==> config.mk <==
export PLATFORM = sky130hd
export DESIGN_NAME = mem_arbiter
export DESIGN_NICKNAME = d
export VERILOG_FILES = /design/src/rtl/mem_arbiter.sv
export SDC_FILE = /design/constraint.sdc
export NUM_CORES = 1
export LEC_CHECK = 0
export CAP_MARGIN = 10
export CORE_MARGIN = 3
export CORE_UTILIZATION = 40
export DETAILED_ROUTE_END_ITERATION = 16
export MAX_ROUTING_LAYER = met4
export PLACE_DENSITY = 0.87
export SYNTH_ARGS = -nofsm -noshare
export SYNTH_HDL_FRONTEND = slang
export SYNTH_SLANG_ARGS = --single-unit
==> constraint.sdc <==
create_clock -name i_clk -period 1.83 [get_ports i_clk]
set_input_delay 0.366 -clock i_clk [delete_from_list [all_inputs] [get_ports i_clk]]
set_output_delay 0.366 -clock i_clk [all_outputs]
set_load 0.01 [all_outputs]
==> src/rtl/mem_arbiter.sv <==
// Arbiter for the shared instruction/data memory port: picks fetch or load/store,
// runs one transaction at a time through issue, latency-wait and response.
module mem_arbiter #(
  parameter int unsigned ADDR_WIDTH   = 14,
  parameter int unsigned INST_WIDTH   = 18,
  parameter int unsigned DATA_WIDTH   = 36,
  parameter int unsigned MEM_LATENCY  = 1,
  parameter int unsigned STARVE_LIMIT = 3
) (
  input  logic                  i_clk,
  input  logic                  i_rst,
  input  logic                  i_if_req,
  input  logic [ADDR_WIDTH-1:0] i_if_addr,
  output logic                  o_if_ack,
  output logic [INST_WIDTH-1:0] o_if_rdata,
  input  logic                  i_d_req,
  input  logic                  i_d_we,
  input  logic [ADDR_WIDTH-1:0] i_d_addr,
  input  logic [DATA_WIDTH-1:0] i_d_wdata,
  output logic                  o_d_ack,
  output logic [DATA_WIDTH-1:0] o_d_rdata,
  output logic                  o_mem_en,
  output logic                  o_mem_we,
  output logic [ADDR_WIDTH-1:0] o_mem_addr,
  output logic [DATA_WIDTH-1:0] o_mem_wdata,
  input  logic [DATA_WIDTH-1:0] i_mem_rdata,
  output logic                  o_busy
);

  localparam int unsigned LAT_W = 2;
  localparam int unsigned CNT_W = $clog2(STARVE_LIMIT + 1);

  typedef enum logic [1:0] {IDLE, ISSUE, WAIT, RESP} state_t;

  state_t                state_q, state_d;
  logic                  owner_q, owner_d;  // 1 = data requester
  logic                  we_q, we_d;
  logic [ADDR_WIDTH-1:0] addr_q, addr_d;
  logic [DATA_WIDTH-1:0] wdata_q, wdata_d;
  logic [LAT_W-1:0]      lat_q, lat_d;
  logic [CNT_W-1:0]      starve_q, starve_d;
  logic                  mem_en_q, mem_en_d;
  logic                  mem_we_q, mem_we_d;
  logic                  if_ack_q, if_ack_d;
  logic                  d_ack_q, d_ack_d;
  logic [INST_WIDTH-1:0] if_rdata_q, if_rdata_d;
  logic [DATA_WIDTH-1:0] d_rdata_q, d_rdata_d;
  logic                  busy_q, busy_d;
  logic                  grant_d_c;

  // Data wins contention until fetch has been passed over STARVE_LIMIT times.
  assign grant_d_c = i_d_req && !(i_if_req && (starve_q == CNT_W'(STARVE_LIMIT)));

  always_comb begin
    state_d    = state_q;
    owner_d    = owner_q;
    we_d       = we_q;
    addr_d     = addr_q;
    wdata_d    = wdata_q;
    lat_d      = lat_q;
    starve_d   = starve_q;
    mem_en_d   = 1'b0;
    mem_we_d   = 1'b0;
    if_ack_d   = 1'b0;
    d_ack_d    = 1'b0;
    if_rdata_d = if_rdata_q;
    d_rdata_d  = d_rdata_q;

    case (state_q)
      IDLE: begin
        if (i_if_req || i_d_req) begin
          state_d  = ISSUE;
          owner_d  = grant_d_c;
          mem_en_d = 1'b1;
          if (grant_d_c) begin
            we_d     = i_d_we;
            addr_d   = i_d_addr;
            wdata_d  = i_d_wdata;
            mem_we_d = i_d_we;
            if (i_if_req && (starve_q != CNT_W'(STARVE_LIMIT))) begin
              starve_d = starve_q + CNT_W'(1);
            end
          end else begin
            we_d     = 1'b0;
            addr_d   = i_if_addr;
            wdata_d  = '0;
            starve_d = '0;
          end
        end
      end
      ISSUE: begin
        state_d = WAIT;
        lat_d   = LAT_W'(MEM_LATENCY - 1);
      end
      WAIT: begin
        if (lat_q == '0) begin
          state_d = RESP;
          if (owner_q) begin
            d_ack_d = 1'b1;
            if (!we_q) d_rdata_d = i_mem_rdata;
          end else begin
            if_ack_d   = 1'b1;
            if_rdata_d = i_mem_rdata[INST_WIDTH-1:0];
          end
        end else begin
          lat_d = lat_q - LAT_W'(1);
        end
      end
      RESP: state_d = IDLE;
      default: state_d = IDLE;
    endcase

    busy_d = (state_d != IDLE);
  end

  always_ff @(posedge i_clk) begin
    if (i_rst) begin
      state_q    <= IDLE;
      owner_q    <= 1'b0;
      we_q       <= 1'b0;
      addr_q     <= '0;
      wdata_q    <= '0;
      lat_q      <= '0;
      starve_q   <= '0;
      mem_en_q   <= 1'b0;
      mem_we_q   <= 1'b0;
      if_ack_q   <= 1'b0;
      d_ack_q    <= 1'b0;
      if_rdata_q <= '0;
      d_rdata_q  <= '0;
      busy_q     <= 1'b0;
    end else begin
      state_q    <= state_d;
      owner_q    <= owner_d;
      we_q       <= we_d;
      addr_q     <= addr_d;
      wdata_q    <= wdata_d;
      lat_q      <= lat_d;
      starve_q   <= starve_d;
      mem_en_q   <= mem_en_d;
      mem_we_q   <= mem_we_d;
      if_ack_q   <= if_ack_d;
      d_ack_q    <= d_ack_d;
      if_rdata_q <= if_rdata_d;
      d_rdata_q  <= d_rdata_d;
      busy_q     <= busy_d;
    end
  end

  assign o_if_ack    = if_ack_q;
  assign o_if_rdata  = if_rdata_q;
  assign o_d_ack     = d_ack_q;
  assign o_d_rdata   = d_rdata_q;
  assign o_mem_en    = mem_en_q;
  assign o_mem_we    = mem_we_q;
  assign o_mem_addr  = addr_q;
  assign o_mem_wdata = wdata_q;
  assign o_busy      = busy_q;

endmodule

==> impl.org <==
#+TITLE: Synthesis and PnR summary

** Power and ir drop
- Reported leakage power :: between 2 and 3 nW
- Power attributed to combinational cells is ~2.8 mW.
- The largest share of the power goes to sequential cells.

** Synthesis
- Leading cell types by count after synthesis :: sky130_fd_sc_hd__nand2_1 (127), sky130_fd_sc_hd__dfxtp_1 (117), sky130_fd_sc_hd__a21oi_1 (73)
- The synthesized netlist devotes between 15 and 20% of its cell area to simple gates.
- The synthesized instance count is roughly 460.
- Synth Area per Inst :: 9.13 um^2
- Area fraction in mux cells :: 0%
- Among all flip-flop cells after synthesis, the most frequent one is sky130_fd_sc_hd__dfxtp_1.
- Grouping non-sequential cells by family puts the most area in AND-OR/OR-AND gates.
- The synthesis report lists the most area-consuming cells as sky130_fd_sc_hd__dfxtp_1 (56%), sky130_fd_sc_hd__nand2_1 (11%), sky130_fd_sc_hd__a21oi_1 (8.8%), sky130_fd_sc_hd__a22o_2 (6.2%), sky130_fd_sc_hd__a211oi_1 (2.5%).
- Count leader, synth :: sky130_fd_sc_hd__nand2_1
- Synthesis area per yosys :: around 4200 um^2
- Total of warnings raised by yosys :: 0
- In this run, the synthesized area fraction spent on adder and majority cells is recorded as 1.80%.
- Proportion of netlist area held by the largest area contributor :: a little under three fifths

** Min path
- Class of the tightest hold or removal check :: in -> reg

** Final layout
- The largest cell class by area is registers.
- In the final design database the tool counted 782 nets.
- Most frequently placed logic cells in the final layout :: sky130_fd_sc_hd__clkdlybuf4s50_1 (207), sky130_fd_sc_hd__nand2_1 (127), sky130_fd_sc_hd__dfxtp_1 (117)
- Fraction of final layout cells sized beyond drive strength 1 :: 11.3%
- Number of fillers in the final layout :: 720
- The final layout report lists a non-clock buffer count of ~230.
- Ant diodes :: 0
- Sequential cells placed in the final layout were counted as about 120.
- Non-clock buffers make up 32.8% of the layout cell area.

** Global route
- Largest net degree at the start of global routing :: a little under 80
- The total overflow left after global routing is 0.
- Via count of the first global-routing pass :: 4021
- For met1 alone, demand over resource in global routing was between 20% and 30%.

** Status
- Outcome :: complete, no violations

** Die
- Standard cell core area :: roughly 10000 um^2
- Well Taps :: around 130
- Core utilization at floorplan :: 41.9%

** Run
- In this run the maximum-capacitance check reported violations numbering 0.
- Tally of OpenROAD warnings :: 29

** Drt
- DR iter-0 viols :: ~270
- Routed wire per std cell :: about 16 um
- In the routed layout, each cell is associated on average with a via count of 5.04.
- Detailed-route DRC error count :: 0

** Setup path
- Per STA, the worst path accumulates the most delay in the family buffers and inverters.
- End point of the critical path :: o_d_rdata[12]
- The launch point of the critical path was reported as o_d_rdata[12].
- By startpoint and endpoint, the worst setup path is classified as reg -> out.
- CP max stage delay :: 0.57 ns

** Clocking
- Clock tree from TritonCTS :: built
- In this run the number of H-tree levels came out at 4.

** Final timing
- For the pin with the worst max-slew slack, the measured transition is between 0.3 and 0.4 ns.
- Across the routed clock network, the largest skew measured is 0.00815 ns.
Clock wiring as the flow saved it:
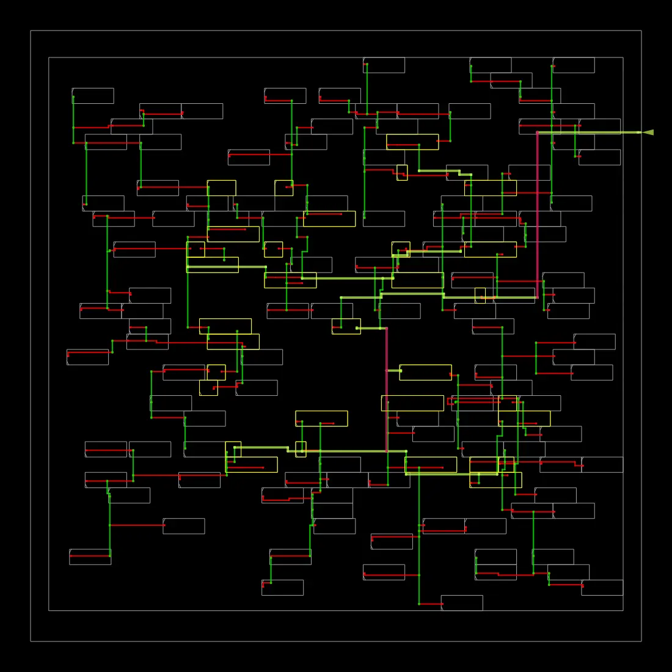
Skew-Pair Late Insertion Delay: 0.50 ns
Power Clock: 3.09 mW
clock buf count: 19

The metal 4 layer:
The bar under the picture is 20 um long.
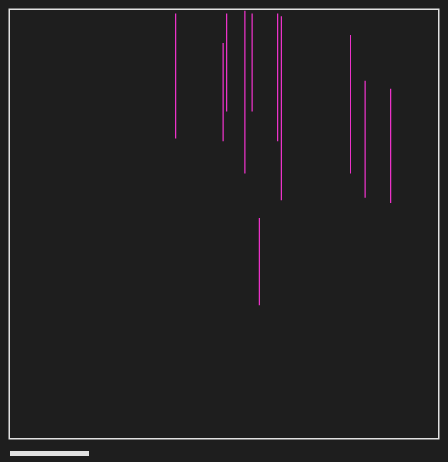
- nets with wire on the layer: 11
- main direction: vertical
- longest straight run: 46.2 um
- share of all routed wire: 2.6%

Power and IR drop assume default switching activity.
